==> run_1/clock_map.png <==
Scale: 6 px per micron.
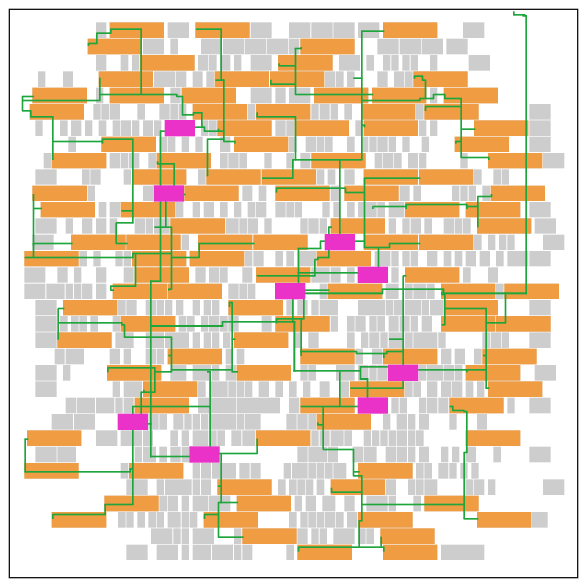
==> run_1/pdn.png <==
Scale: 4 px per micron. Pins as bars on the die edge.
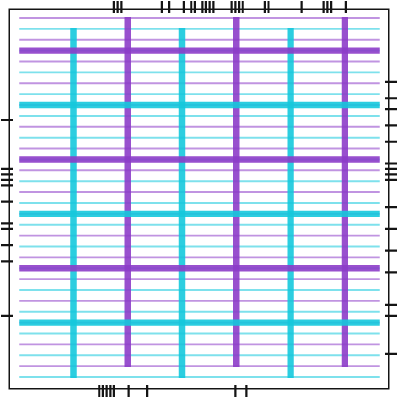
==> run_1/final_congestion.png <==
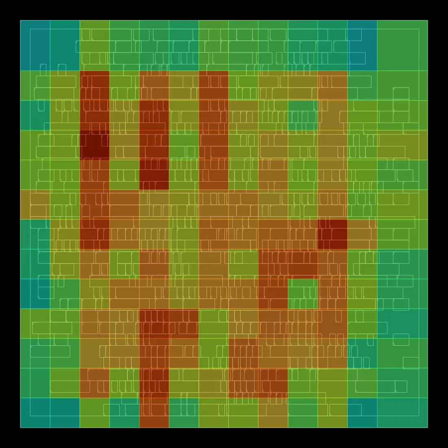
===== src/rtl/im_loader_pkg.sv =====
// im_loader_pkg: shared state encoding and framing constants for the image loader.
package im_loader_pkg;
  typedef enum logic [2:0] {S_IDLE, S_LEN0, S_LEN1, S_DATA, S_CSUM, S_DONE, S_ERROR} state_t;
  localparam int HDR_BYTES = 2;
  localparam int BYTES_PER_WORD = 4;
endpackage


===== src/rtl/im_loader_if.sv =====
// im_loader_if: byte stream in, instruction-memory write port out.
interface im_loader_if #(parameter int ADDR_W = 10);
  logic [7:0] in_data;
  logic in_valid;
  logic in_ready;
  logic [ADDR_W-1:0] im_ADDR;
  logic [31:0] im_DATA;
  logic im_W;
  modport master (input in_data, in_valid, output in_ready, im_ADDR, im_DATA, im_W);
  modport slave (output in_data, in_valid, input in_ready, im_ADDR, im_DATA, im_W);
endinterface


===== src/rtl/im_loader_byte_packer.sv =====
// byte_packer: little-endian assembly of stream bytes into 32-bit words.
module byte_packer
  import im_loader_pkg::*;
(
  input  logic        clk,
  input  logic        rst_n,
  input  logic        i_clr,
  input  logic        i_en,
  input  logic [7:0]  i_byte,
  output logic [31:0] o_word,
  output logic        o_word_valid
);
  localparam int CW = $clog2(BYTES_PER_WORD);
  logic [CW-1:0] r_cnt;
  logic [23:0]   r_low;
  always_ff @(posedge clk or negedge rst_n)
    if (!rst_n) begin
      r_cnt <= '0;
      r_low <= '0;
    end else if (i_clr) begin
      r_cnt <= '0;
      r_low <= '0;
    end else if (i_en) begin
      r_cnt <= r_cnt + 1'b1;
      r_low <= {i_byte, r_low[23:8]};
    end
  // the 4th byte completes the word combinationally so the loader can register it
  assign o_word       = {i_byte, r_low};
  assign o_word_valid = i_en & (r_cnt == CW'(BYTES_PER_WORD - 1));
endmodule


===== src/rtl/im_loader.sv =====
// im_loader: loads a framed, XOR-checked image into instruction memory and gates core reset.
module im_loader
  import im_loader_pkg::*;
#(
  parameter int ADDR_W = 10,
  parameter int DEPTH  = 1024
) (
  input  logic              CLK,
  input  logic              RESET_N,
  input  logic              start,
  im_loader_if.master       bus,
  output logic              cpu_RESET,
  output logic              done,
  output logic              err
);
  state_t r_state, w_next;
  logic [7:0]        r_len_lo;
  logic [ADDR_W:0]   r_len;
  logic [ADDR_W:0]   r_idx;
  logic [7:0]        r_csum;
  logic [ADDR_W-1:0] r_addr;
  logic [31:0]       r_data;
  logic              r_w;
  logic [15:0]       w_len;
  logic [31:0]       w_word;
  logic              w_xfer, w_begin, w_pack_en, w_word_valid, w_last;

  assign bus.in_ready = r_state inside {S_LEN0, S_LEN1, S_DATA, S_CSUM};
  assign w_xfer       = bus.in_valid & bus.in_ready;
  assign w_begin      = start & (r_state inside {S_IDLE, S_DONE, S_ERROR});
  assign w_pack_en    = w_xfer & (r_state == S_DATA);
  assign w_len        = {bus.in_data, r_len_lo};
  assign w_last       = (r_idx + (ADDR_W+1)'(1)) == r_len;

  byte_packer u_packer (
    .clk(CLK), .rst_n(RESET_N), .i_clr(w_begin), .i_en(w_pack_en),
    .i_byte(bus.in_data), .o_word(w_word), .o_word_valid(w_word_valid)
  );

  always_comb begin
    w_next = r_state;
    case (r_state)
      S_IDLE, S_DONE, S_ERROR: w_next = start ? S_LEN0 : r_state;
      S_LEN0: w_next = w_xfer ? S_LEN1 : S_LEN0;
      S_LEN1: w_next = !w_xfer ? S_LEN1 :
                       (w_len == 16'd0 || {16'd0, w_len} > 32'(DEPTH)) ? S_ERROR : S_DATA;
      S_DATA: w_next = (w_word_valid && w_last) ? S_CSUM : S_DATA;
      S_CSUM: w_next = !w_xfer ? S_CSUM : (bus.in_data == r_csum) ? S_DONE : S_ERROR;
      default: w_next = S_IDLE;
    endcase
  end

  always_ff @(posedge CLK or negedge RESET_N)
    if (!RESET_N) begin
      r_state  <= S_IDLE;
      r_len_lo <= '0;
      r_len    <= '0;
      r_idx    <= '0;
      r_csum   <= '0;
      r_addr   <= '0;
      r_data   <= '0;
      r_w      <= 1'b0;
    end else begin
      r_state <= w_next;
      r_w     <= w_word_valid;
      if (w_begin) begin
        r_idx  <= '0;
        r_csum <= '0;
      end
      if (w_xfer && r_state == S_LEN0) r_len_lo <= bus.in_data;
      if (w_xfer && r_state == S_LEN1) r_len <= w_len[ADDR_W:0];
      if (w_pack_en) r_csum <= r_csum ^ bus.in_data;
      if (w_word_valid) begin
        r_addr <= r_idx[ADDR_W-1:0];
        r_data <= w_word;
        r_idx  <= r_idx + (ADDR_W+1)'(1);
      end
    end

  assign bus.im_ADDR = r_addr;
  assign bus.im_DATA = r_data;
  assign bus.im_W    = r_w;
  assign cpu_RESET   = r_state != S_DONE;
  assign done        = r_state == S_DONE;
  assign err         = r_state == S_ERROR;
endmodule


===== src/flat_wrapper.sv =====
// flat-port wrapper written by rule: the top's interface ports become plain ports
module im_loader_flat import im_loader_pkg::*;
#(
  parameter int ADDR_W = 10,
  parameter int DEPTH  = 1024
)
  (CLK, RESET_N, start, cpu_RESET, done, err, bus_in_data, bus_in_valid, bus_in_ready, bus_im_ADDR, bus_im_DATA, bus_im_W);
  im_loader_if #(.ADDR_W(ADDR_W)) bus_i ();
  input  logic CLK;
  input  logic RESET_N;
  input  logic start;
  output logic cpu_RESET;
  output logic done;
  output logic err;
  input wire logic [$bits(bus_i.in_data)-1:0] bus_in_data;
  input wire logic [$bits(bus_i.in_valid)-1:0] bus_in_valid;
  output wire logic [$bits(bus_i.in_ready)-1:0] bus_in_ready;
  output wire logic [$bits(bus_i.im_ADDR)-1:0] bus_im_ADDR;
  output wire logic [$bits(bus_i.im_DATA)-1:0] bus_im_DATA;
  output wire logic [$bits(bus_i.im_W)-1:0] bus_im_W;
  assign bus_i.in_data = bus_in_data;
  assign bus_i.in_valid = bus_in_valid;
  assign bus_in_ready = bus_i.in_ready;
  assign bus_im_ADDR = bus_i.im_ADDR;
  assign bus_im_DATA = bus_i.im_DATA;
  assign bus_im_W = bus_i.im_W;
  im_loader #(.ADDR_W(ADDR_W), .DEPTH(DEPTH)) u_core (.CLK(CLK), .RESET_N(RESET_N), .start(start), .bus(bus_i), .cpu_RESET(cpu_RESET), .done(done), .err(err));
endmodule

===== config.mk =====
export PLATFORM = sky130hd
export DESIGN_NAME = im_loader_flat
export DESIGN_NICKNAME = d
export VERILOG_FILES = /design/src/rtl/im_loader_pkg.sv /design/src/rtl/im_loader_if.sv /design/src/rtl/im_loader_byte_packer.sv /design/src/rtl/im_loader.sv /design/src/flat_wrapper.sv
export SDC_FILE = /design/constraint.sdc
export NUM_CORES = 1
export LEC_CHECK = 0
export ABC_AREA = 1
export ABC_CLOCK_PERIOD_IN_PS = 3300
export CORE_MARGIN = 2
export CORE_UTILIZATION = 60
export CTS_CLUSTER_DIAMETER = 120
export DETAILED_ROUTE_END_ITERATION = 10
export PLACE_DENSITY = 0.85
export SLEW_MARGIN = 15
export SYNTH_ARGS = -nofsm -noshare
export SYNTH_HDL_FRONTEND = slang
export SYNTH_SLANG_ARGS = --single-unit

===== constraint.sdc =====
create_clock -name CLK -period 3.3 [get_ports CLK]
set_input_delay 0.66 -clock CLK [delete_from_list [all_inputs] [get_ports CLK]]
set_output_delay 0.66 -clock CLK [all_outputs]
set_load 0.02 [all_outputs]

==> results.py, run 1 <==
# Generated from Yosys and OpenROAD reports
metrics = {
    "power_and_ir_drop": {
        "p_leak_nw": 2.87,
        "power_mw": 3.93,
        "p_int_mw": 2.46,
        "netSwitchingFraction": 0.375,
        "seq_power_share": 0.482,
    },
    "finish": {
        "final_layout_size_suffix_gt1_frac": 0.0595,
        "fillers": 651,
        "lay_top_count": "nand2_1",
        "area_growth_pct": 17.2,
    },
    "synthesis": {
        "ys_top_logic_family": "simple AND/OR/NAND/NOR gates",
        "muxShareOfSynthArea": 0,
        "adder_share": 0.00509,
        "synthAoiAreaFrac": 0.119,
        "ys.flops": 110,
        "ys_chip_area_sq_um": 4910,
        "synth_area_sq_um": 4910,
        "yosys.area_share.simple": 0.209,
    },
    "placement": {
        "hpwl_mm": 7.46,
        "portBuffers": 58,
        "place_area_sq_um": 5580,
        "place_inst": 728,
        "place.gp.congestion": 0.815,
    },
    "run_status": {
        "status": "finished, final reports clean",
    },
    "critical_path": {
        "critPathLaunchType": "register",
        "crit_path_end": "bus_in_ready",
        "worst-setup-path-type": "register to output port",
        "worstSetupEndpointType": "output port",
        "path_depth": 3,
        "crit_chain": "inv_1 > xor2_1 > clkdlybuf4s50_1",
        "cp_slowest_cell": "clkdlybuf4s50_1",
    },
    "grt": {
        "antenna_found_initial": 0,
        "grt_overflow": 0,
        "grt_pass1_wl_mm": 17.7,
        "use_met2": 0.424,
    },
    "route": {
        "vias": 4013,
        "first_pass_iters": 6,
        "post_drt_wl_per_cell_microns": 14.3,
        "postRouteAntennaNets": 0,
        "routed-wl-met2_mm": 5.29,
    },
    "timing": {
        "drv_slew": 0,
        "worstMarginPinSlew_ps": 624,
        "hold_ws_ps": 290,
        "fin_tns_setup_ps": 0,
        "post-route-period-util": 0.757,
        "min_period_ps": 2500,
    },
    "clock_network": {
        "cts_buffers": 9,
        "clockRootBuffer": "clkbuf_8",
        "cts.htree.levels": 3,
        "cts.path.max_buffers": 2,
        "clkSlewWorstSetupHoldPaths_ps": 110,
    },
    "floorplan": {
        "rows": 33,
    },
}
Notes on clock_map.png above:
[magenta] cells driving clock nets | count: 9
[orange] flip-flops | count: 110
[green] clock wires | length: 1,210 microns
routed clock nets: 10
clk pwr: 0.767 mW
power share of the clock group: 0.195

Notes on pdn.png above:
| color | net |
|---|---|
| purple | VDD |
| cyan | VSS |
rows: 33
met1 rails: 34
signal pins: 59
Die Height: 94.5 microns
VDD IR max: 0.000367 V
Die W: 94.5 microns

Notes on final_congestion.png above:
global route hottest layer: met2
Total GRT Usage: 0.255
met1 Track Usage GR: 0.344

## run 1: sequential cells by signal, summed over array words and instances (netlist names)
name                   cells
u_core.bus.im_ADDR        10
u_core.bus.im_DATA        32
u_core.bus.im_W            1
u_core.r_csum              8
u_core.r_idx              11
u_core.r_len              11
u_core.r_len_lo            8
u_core.r_state             3
u_core.u_packer.r_cnt      2
u_core.u_packer.r_low     24
## run 1: Yosys cell counts, drive strengths merged
cell / n / area share
a21boi: 1 / 0.0015
a21oi: 27 / 0.028
a32o: 4 / 0.0082
a32oi: 1 / 0.0018
buf: 10 / 0.0099
clkbuf: 10 / 0.0076
dfrtp: 110 / 0.56
ha: 2 / 0.0051
inv: 88 / 0.067
nand2: 147 / 0.11
nand3: 31 / 0.034
nand3b: 2 / 0.0031
nand4: 3 / 0.0038
nor2: 53 / 0.048
nor3: 6 / 0.0061
o211ai: 2 / 0.0041
o21ai: 67 / 0.069
o21bai: 2 / 0.0031
o22ai: 3 / 0.0038
xnor2: 6 / 0.011
xor2: 6 / 0.011
## run 1: power groups by stage
| stage | clock [mW] | combinational [mW] | sequential [mW] |
|---|---|---|---|
| final | 0.767 | 1.27 | 1.90 |
| after global routing | 0.838 | 1.41 | 1.93 |
| after floorplan | 0 | 0.739 | 1.97 |
| after CTS | 0.778 | 1.28 | 1.89 |
| after detailed placement | 0 | 1.27 | 1.91 |
| after global placement | 0 | 1.21 | 1.90 |
## run 1: cell type report
class / instances / area, sq um / share of cell area
clock buffers: 10 / 128 / 0.0222
clock inverters: 6 / 52.6 / 0.00913
inverters: 88 / 330 / 0.0574
multi-input cells: 363 / 1740 / 0.303
flip-flops and latches: 110 / 2750 / 0.478
well taps: 105 / 131 / 0.0228
repair buffers: 62 / 621 / 0.108
==> run_1/registers.png <==
Scale: 4 px per micron.
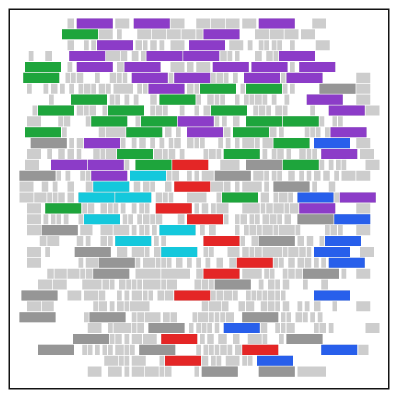

==> inputs of run 2 (changes only) <==
Settings changed: ABC_CLOCK_PERIOD_IN_PS 3300 to 2400, CORE_UTILIZATION 60 to 56, PLACE_DENSITY 0.85 to 0.8.
Clock period 3.3 ns to 2.4 ns, I/O delays scaled along.
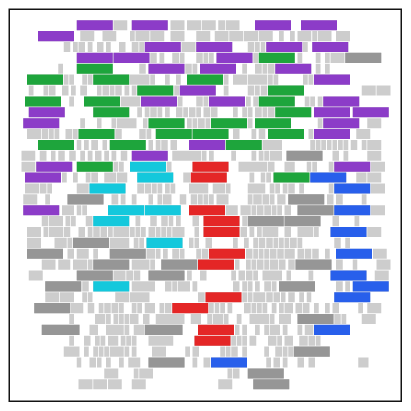
(run_2/registers.png)
Scale: 4 px per micron.
| color | netlist name | flops |
|---|---|---|
| green | u_core.u_packer.r_low | 24 |
| red | u_core.r_len | 11 |
| cyan | u_core.r_len_lo | 8 |
| purple | u_core.bus.im_DATA | 32 |
| blue | u_core.bus.im_ADDR | 10 |
not colored: 25
register area: 2760 sq um
Seq area share: 0.473
Seq. pwr: 2.60 mW
final core utilization: 0.678

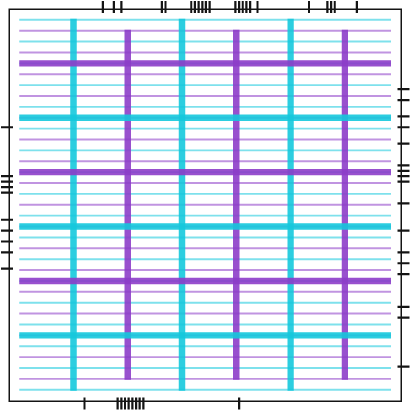
(run_2/pdn.png)
Scale: 4 px per micron. Pins as bars on the die edge.
| color | net |
|---|---|
| purple | VDD |
| cyan | VSS |
signal pins: 59
met1 rails: 35
met5 straps: 6

==> run 2 against run 1 <==
Compared with the run above:
- via count shrank 1.1%
- utilization shrank 3.3 points
- synthesized cell count is the same
- hold slack lost 290 ps
- wire length shrank 3.4%
- clock skew grew 0.89 ps
- cell count grew 0.94%
- clock power grew 46%
- sequential share of layout area shrank 0.54 points
- critical path depth is the same
- total power grew 39%
- global-route usage shrank 2.3 points
- largest cell class unchanged
==> results.py, run 2 <==
# Generated from Yosys and OpenROAD reports
metrics = {
    "clock_network": {
        "clkSlewWorstSetupHoldPaths_ps": 110,
        "clockRootBuffer": "clkbuf_8",
        "cts.path.max_buffers": 2,
        "cts_buffers": 9,
        "cts.htree.levels": 3,
        "cts_tree": "done",
    },
    "critical_path": {
        "worstSetupEndpointType": "output port",
        "critPathLaunchType": "register",
        "worst-setup-path-type": "register to output port",
        "arrival_ps": 1780,
        "rr_startpoint": "u_core.r_idx[0]",
        "path_max_fanout": 5,
        "critPathRequiredTime_ps": 1920,
        "crit_buf_inv": 1,
        "crit_chain": "nor2_1 > xor2_1 > clkdlybuf4s50_1",
        "critical_path.top_delay_family": "buffers and inverters",
        "cp_slowest_cell": "clkdlybuf4s50_1",
    },
    "timing": {
        "post-route-period-util": 0.943,
        "finalWorstSetupSlack_ps": 136,
        "min_period_ps": 2260,
        "max_freq_mhz": 442,
        "worstMarginPinSlew_ps": 571,
        "setup_viol": 0,
        "fin_tns_setup_ps": 0,
        "hold_viol_final": 0,
        "rsz0062_at_grt": "false",
        "hold_ws_ps": 3.53,
        "drv_slew": 0,
    },
    "grt": {
        "grt_pass1_vias": 3835,
        "grt_pass1_wl_mm": 17.8,
        "grt_overflow": 0,
        "grt_usage": 0.232,
        "antenna_found_initial": 0,
        "grt_max_degree": 50,
    },
    "synthesis": {
        "synth_top_cell_by_count": "nand2_1",
        "async_reset_ff_frac": 1.00,
        "ys_chip_area_sq_um": 4910,
        "area_leaders": "dfrtp_1, nand2_1, o21ai_0, inv_1, nor2_1",
        "synth_top_area_share": 0.560,
        "edf_count": 0,
        "synth_area_sq_um": 4910,
        "largest_area_cell": "dfrtp_1",
        "yosys_most_used_dff": "dfrtp_1",
        "common_cells": "nand2_1, dfrtp_1, inv_1, o21ai_0, nor2_1",
        "ys.flops": 110,
    },
    "route": {
        "via_per_inst": 5.28,
        "first_pass_iters": 5,
        "post_drt_wl_per_cell_microns": 13.7,
        "postRouteAntennaNets": 0,
        "vias": 3968,
    },
    "finish": {
        "lay_top_count": "nand2_1",
        "final_layout_size_suffix_gt1_frac": 0.0700,
        "area_growth_pct": 18.7,
        "largest_reg_flops": 32,
        "finalNonFillerCells": 751,
    },
    "placement": {
        "hpwl_mm": 7.48,
        "place_inst": 735,
        "portBuffers": 58,
        "place.gp.congestion": 0.858,
        "place_area_sq_um": 5620,
    },
    "floorplan": {
        "design.core.area_sq_um": 8590,
        "die_y_microns": 97.7,
        "die_x_microns": 97.7,
        "ios": 59,
        "die_area_sq_um": 9540,
        "rows": 34,
    },
    "flow_run": {
        "cap_violations": 0,
        "warning_count": 26,
    },
    "run_status": {
        "status": "finished, final reports clean",
    },
    "power_and_ir_drop": {
        "p_leak_nw": 2.91,
        "ir_drop_v": 0.000537,
        "power_mw": 5.45,
    },
    "min_path": {
        "hold_path.class": "input pin to async pin",
    },
}
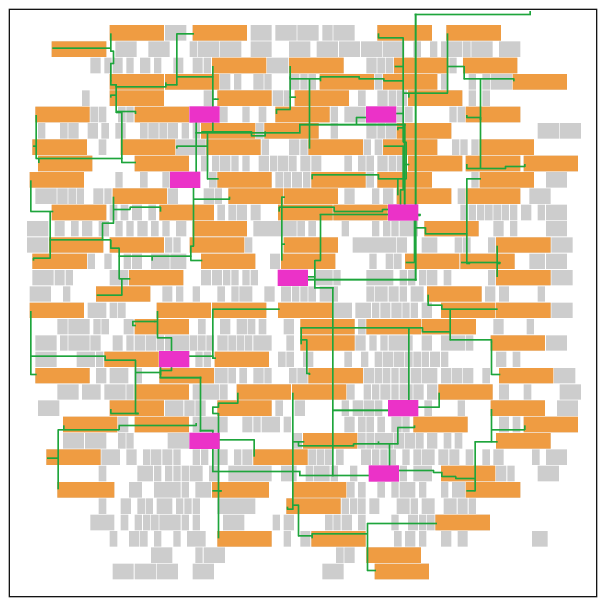
(run_2/clock_map.png)
Scale: 6 px per micron.
[green] clock wires | length: 1,180 microns
[magenta] cells driving clock nets | count: 9
[orange] flip-flops | count: 110
routed clock nets: 10
Late-Pin Clk Latency: 390 ps
power share of the clock group: 0.205
clk pwr: 1.12 mW

-- run 2: cell types whose count changed in the layout (fill, tap and decap cells not counted), moves of 2 or more --
cell | before | now
buf_4 | 4 | 7
clkinvlp_4 | 2 | 0
dfrtp_1 | 110 | 108
dfrtp_2 | 0 | 2
-- run 2: where the power goes --
part           internal (mW)  total (mW)  switching (mW)  leakage (nW)
combinational          0.689        1.74            1.05          1.32
clock                  0.437        1.12           0.679         0.104
sequential              2.30        2.60           0.299          1.49
-- run 2: final timing paths --
check | to | slack (ps) | cells after the start
worst max-delay path | bus_in_ready | 140 | 3
worst min-delay path | u_core.r_idx[8] | 4 | 1
worst max register to register | u_core.r_state[0] | 330 | 14
worst min register to register | u_core.bus.im_DATA[5] | 480 | 2
max in group asynchronous | u_core.r_len[10] | 1790 | 2
min in group CLK | u_core.bus.im_DATA[5] | 480 | 2
-- run 2: cell type report --
class | instances | area [sq um]
Timing Repair Buffer | 66 | 663
Fill cell | 692 | 2760
Tap cell | 108 | 135
Multi-Input combinational cell | 363 | 1740
Clock buffer | 10 | 138
Inverter | 88 | 330
Clock inverter | 6 | 65.1
Sequential cell | 110 | 2760
-- run 2: metal layers --
layer | vias up | global-route usage | routed length (microns)
met4 | 0 | 0.0833 | 216
met3 | 19 | 0.0532 | 538
li1 | 1956 | - | -
met1 | 1864 | 0.326 | 4730
met5 | - | 0 | 0
met2 | 129 | 0.358 | 4790
-- run 2: cells by family (layout without fill, tap and decap cells) --
group / count (synthesis) / after routing / share of synthesized area
simple gates: 242 / 242 / 0.209
flops: 110 / 110 / 0.560
buf+inv: 108 / 170 / 0.0848
compound gates: 107 / 107 / 0.119
xor+xnor: 12 / 12 / 0.0214
fa+ha+maj: 2 / 2 / 0.00509
==> run_2/cell_classes.png <==
Scale: 4 px per micron. Fill, decap, tap and diode cells in gray.
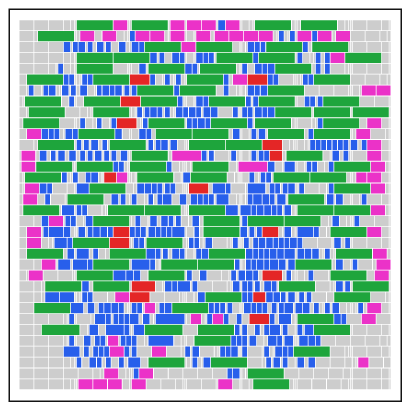

==> inputs of run 3 (changes only) <==
Settings changed: CORE_UTILIZATION 56 to 50, CTS_CLUSTER_DIAMETER 120 to default, PLACE_DENSITY 0.8 to 0.73, SETUP_SLACK_MARGIN from default to 0.2.
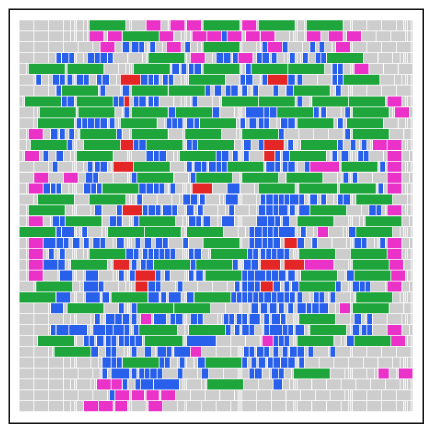
(run_3/cell_classes.png)
Scale: 4 px per micron. Fill, decap, tap and diode cells in gray.
| color | class | cells |
|---|---|---|
| blue | all other logic | 451 |
| green | flip-flops | 110 |
| red | clock drivers and dummy loads | 16 |
| magenta | other buffers and delay cells | 67 |

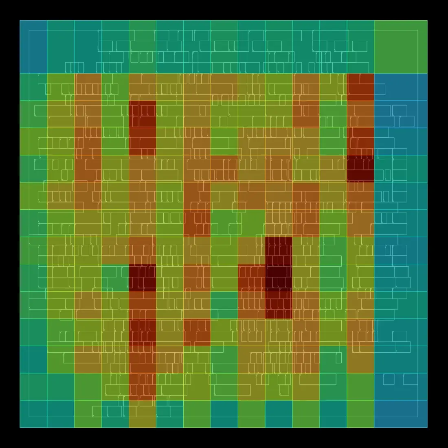
(run_3/final_congestion.png)
Total GRT Usage: 0.210
met1 Track Usage GR: 0.300

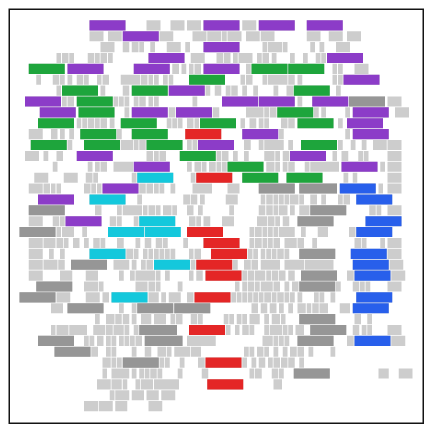
(run_3/registers.png)
Scale: 4 px per micron.
| color | netlist name | flops |
|---|---|---|
| blue | u_core.bus.im_ADDR | 10 |
| purple | u_core.bus.im_DATA | 32 |
| green | u_core.u_packer.r_low | 24 |
| cyan | u_core.r_len_lo | 8 |
| red | u_core.r_len | 11 |

==> run 3 against run 2 <==
Compared with the run above:
- area after synthesis unchanged
- hold slack better by 480 ps
- critical path type unchanged
- critical endpoint is now cpu_RESET
- sequential cell count is the same
- first-iteration DRC count rose by 24%
- final area up 0.30%
- utilization shrank 7.2 points
- largest cell class unchanged
- combinational power is essentially flat
==> results.py, run 3 <==
# Generated from Yosys and OpenROAD reports
metrics = {
    "route": {
        "vias": 3941,
        "post_drt_wl_per_cell_microns": 13.5,
    },
    "placement": {
        "place.gp.congestion": 0.909,
        "portBuffers": 58,
    },
    "critical_path": {
        "worstSetupEndpointType": "output port",
        "crit_chain": "nand3_1 > clkdlybuf4s50_1",
        "crit_path_end": "cpu_RESET",
        "arrival_ps": 1630,
        "r2r_slack_ps": 360,
        "reg2regPathDepth": 14,
        "critPathRequiredTime_ps": 1920,
        "rr_startpoint": "u_core.r_idx[1]",
        "path_depth": 2,
    },
    "run_status": {
        "status": "finished, final reports clean",
    },
    "power_and_ir_drop": {
        "comb-power_mw": 1.73,
        "powerSeq_mw": 2.59,
        "netSwitchingFraction": 0.373,
        "power.group.top": "sequential cells",
    },
    "synthesis": {
        "async_reset_ff_frac": 1.00,
        "muxShareOfSynthArea": 0,
        "synth_top_cell_by_count": "nand2_1",
        "ys.flops": 110,
    },
    "timing": {
        "drv_slew": 0,
        "max_freq_mhz": 475,
        "rsz0062_at_grt": "false",
        "min_period_ps": 2110,
        "setup_viol": 0,
        "worstMarginPinSlew_ps": 586,
        "fin_tns_setup_ps": 0,
    },
    "clock_network": {
        "cts.htree.levels": 3,
    },
    "grt": {
        "grt_pass1_wl_mm": 17.3,
        "grt_overflow": 0,
        "grt_pass1_vias": 3707,
        "grt_max_degree": 50,
    },
    "floorplan": {
        "tap_cells": 133,
        "die_y_microns": 103,
        "die_x_microns": 103,
    },
    "finish": {
        "buffer_area_frac": 0.114,
        "buffers": 67,
    },
}
==> run 3: netlist changes by cell type in the layout (fill, tap and decap cells not counted) <==
cell             previous run  this run
dlygate4sd2_1               0         3
clkinv_4                    2         1
clkdlybuf4s50_1            57        54
dlygate4sd3_1               0         1
clkinvlp_4                  0         1
clkbuf_1                    0         1
inv_8                       2         1
clkinv_8                    1         0
dfrtp_2                     2         3
inv_6                       1         3
dfrtp_1                   108       107
clkbuf_8                   10         9
==> run 3: layer usage <==
layer / vias up / wire (microns) / GRT usage
met2: 115 / 4890 / 0.327
met1: 1858 / 4930 / 0.300
li1: 1952 / - / -
met3: 16 / 492 / 0.0353
met5: - / 0 / 0
met4: 0 / 144 / 0.0739
==> run 3: worst min path at each step <==
stage / start / endpoint / slack (ps) / cells past startpoint
final: RESET_N / u_core.bus.im_ADDR[7] / 490 / 2
after global routing: RESET_N / u_core.bus.im_ADDR[7] / 510 / 2
after CTS: u_core.u_packer.r_low[20] / u_core.u_packer.r_low[20] / 490 / 2
after detailed placement: RESET_N / u_core.bus.im_ADDR[7] / 350 / 1
after global placement: RESET_N / u_core.bus.im_ADDR[7] / 360 / 1
after floorplan: RESET_N / u_core.bus.im_ADDR[0] / 180 / 0
==> run 3: metrics by stage <==
stage | total power, mW | hold slack [ps] | cells
5_1_grt | 5.76 | 509 | 777
6_report | 5.39 | 486 | 777
3_3_place_gp | 4.30 | 356 | 760
4_1_cts | 5.42 | 489 | 777
3_5_place_dp | 4.37 | 353 | 760
2_1_floorplan | 3.72 | 184 | 581
==> run 3: cell families after synthesis <==
kind of cell               after synthesis
DFF                                    110
and+or+nand+nor                        242
buffers and inverters                  108
adders and majority gates                2
AOI/OAI and AO/OA                      107
xor gates and xnor gates                12
Power is estimated from default activity; no workload was simulated.
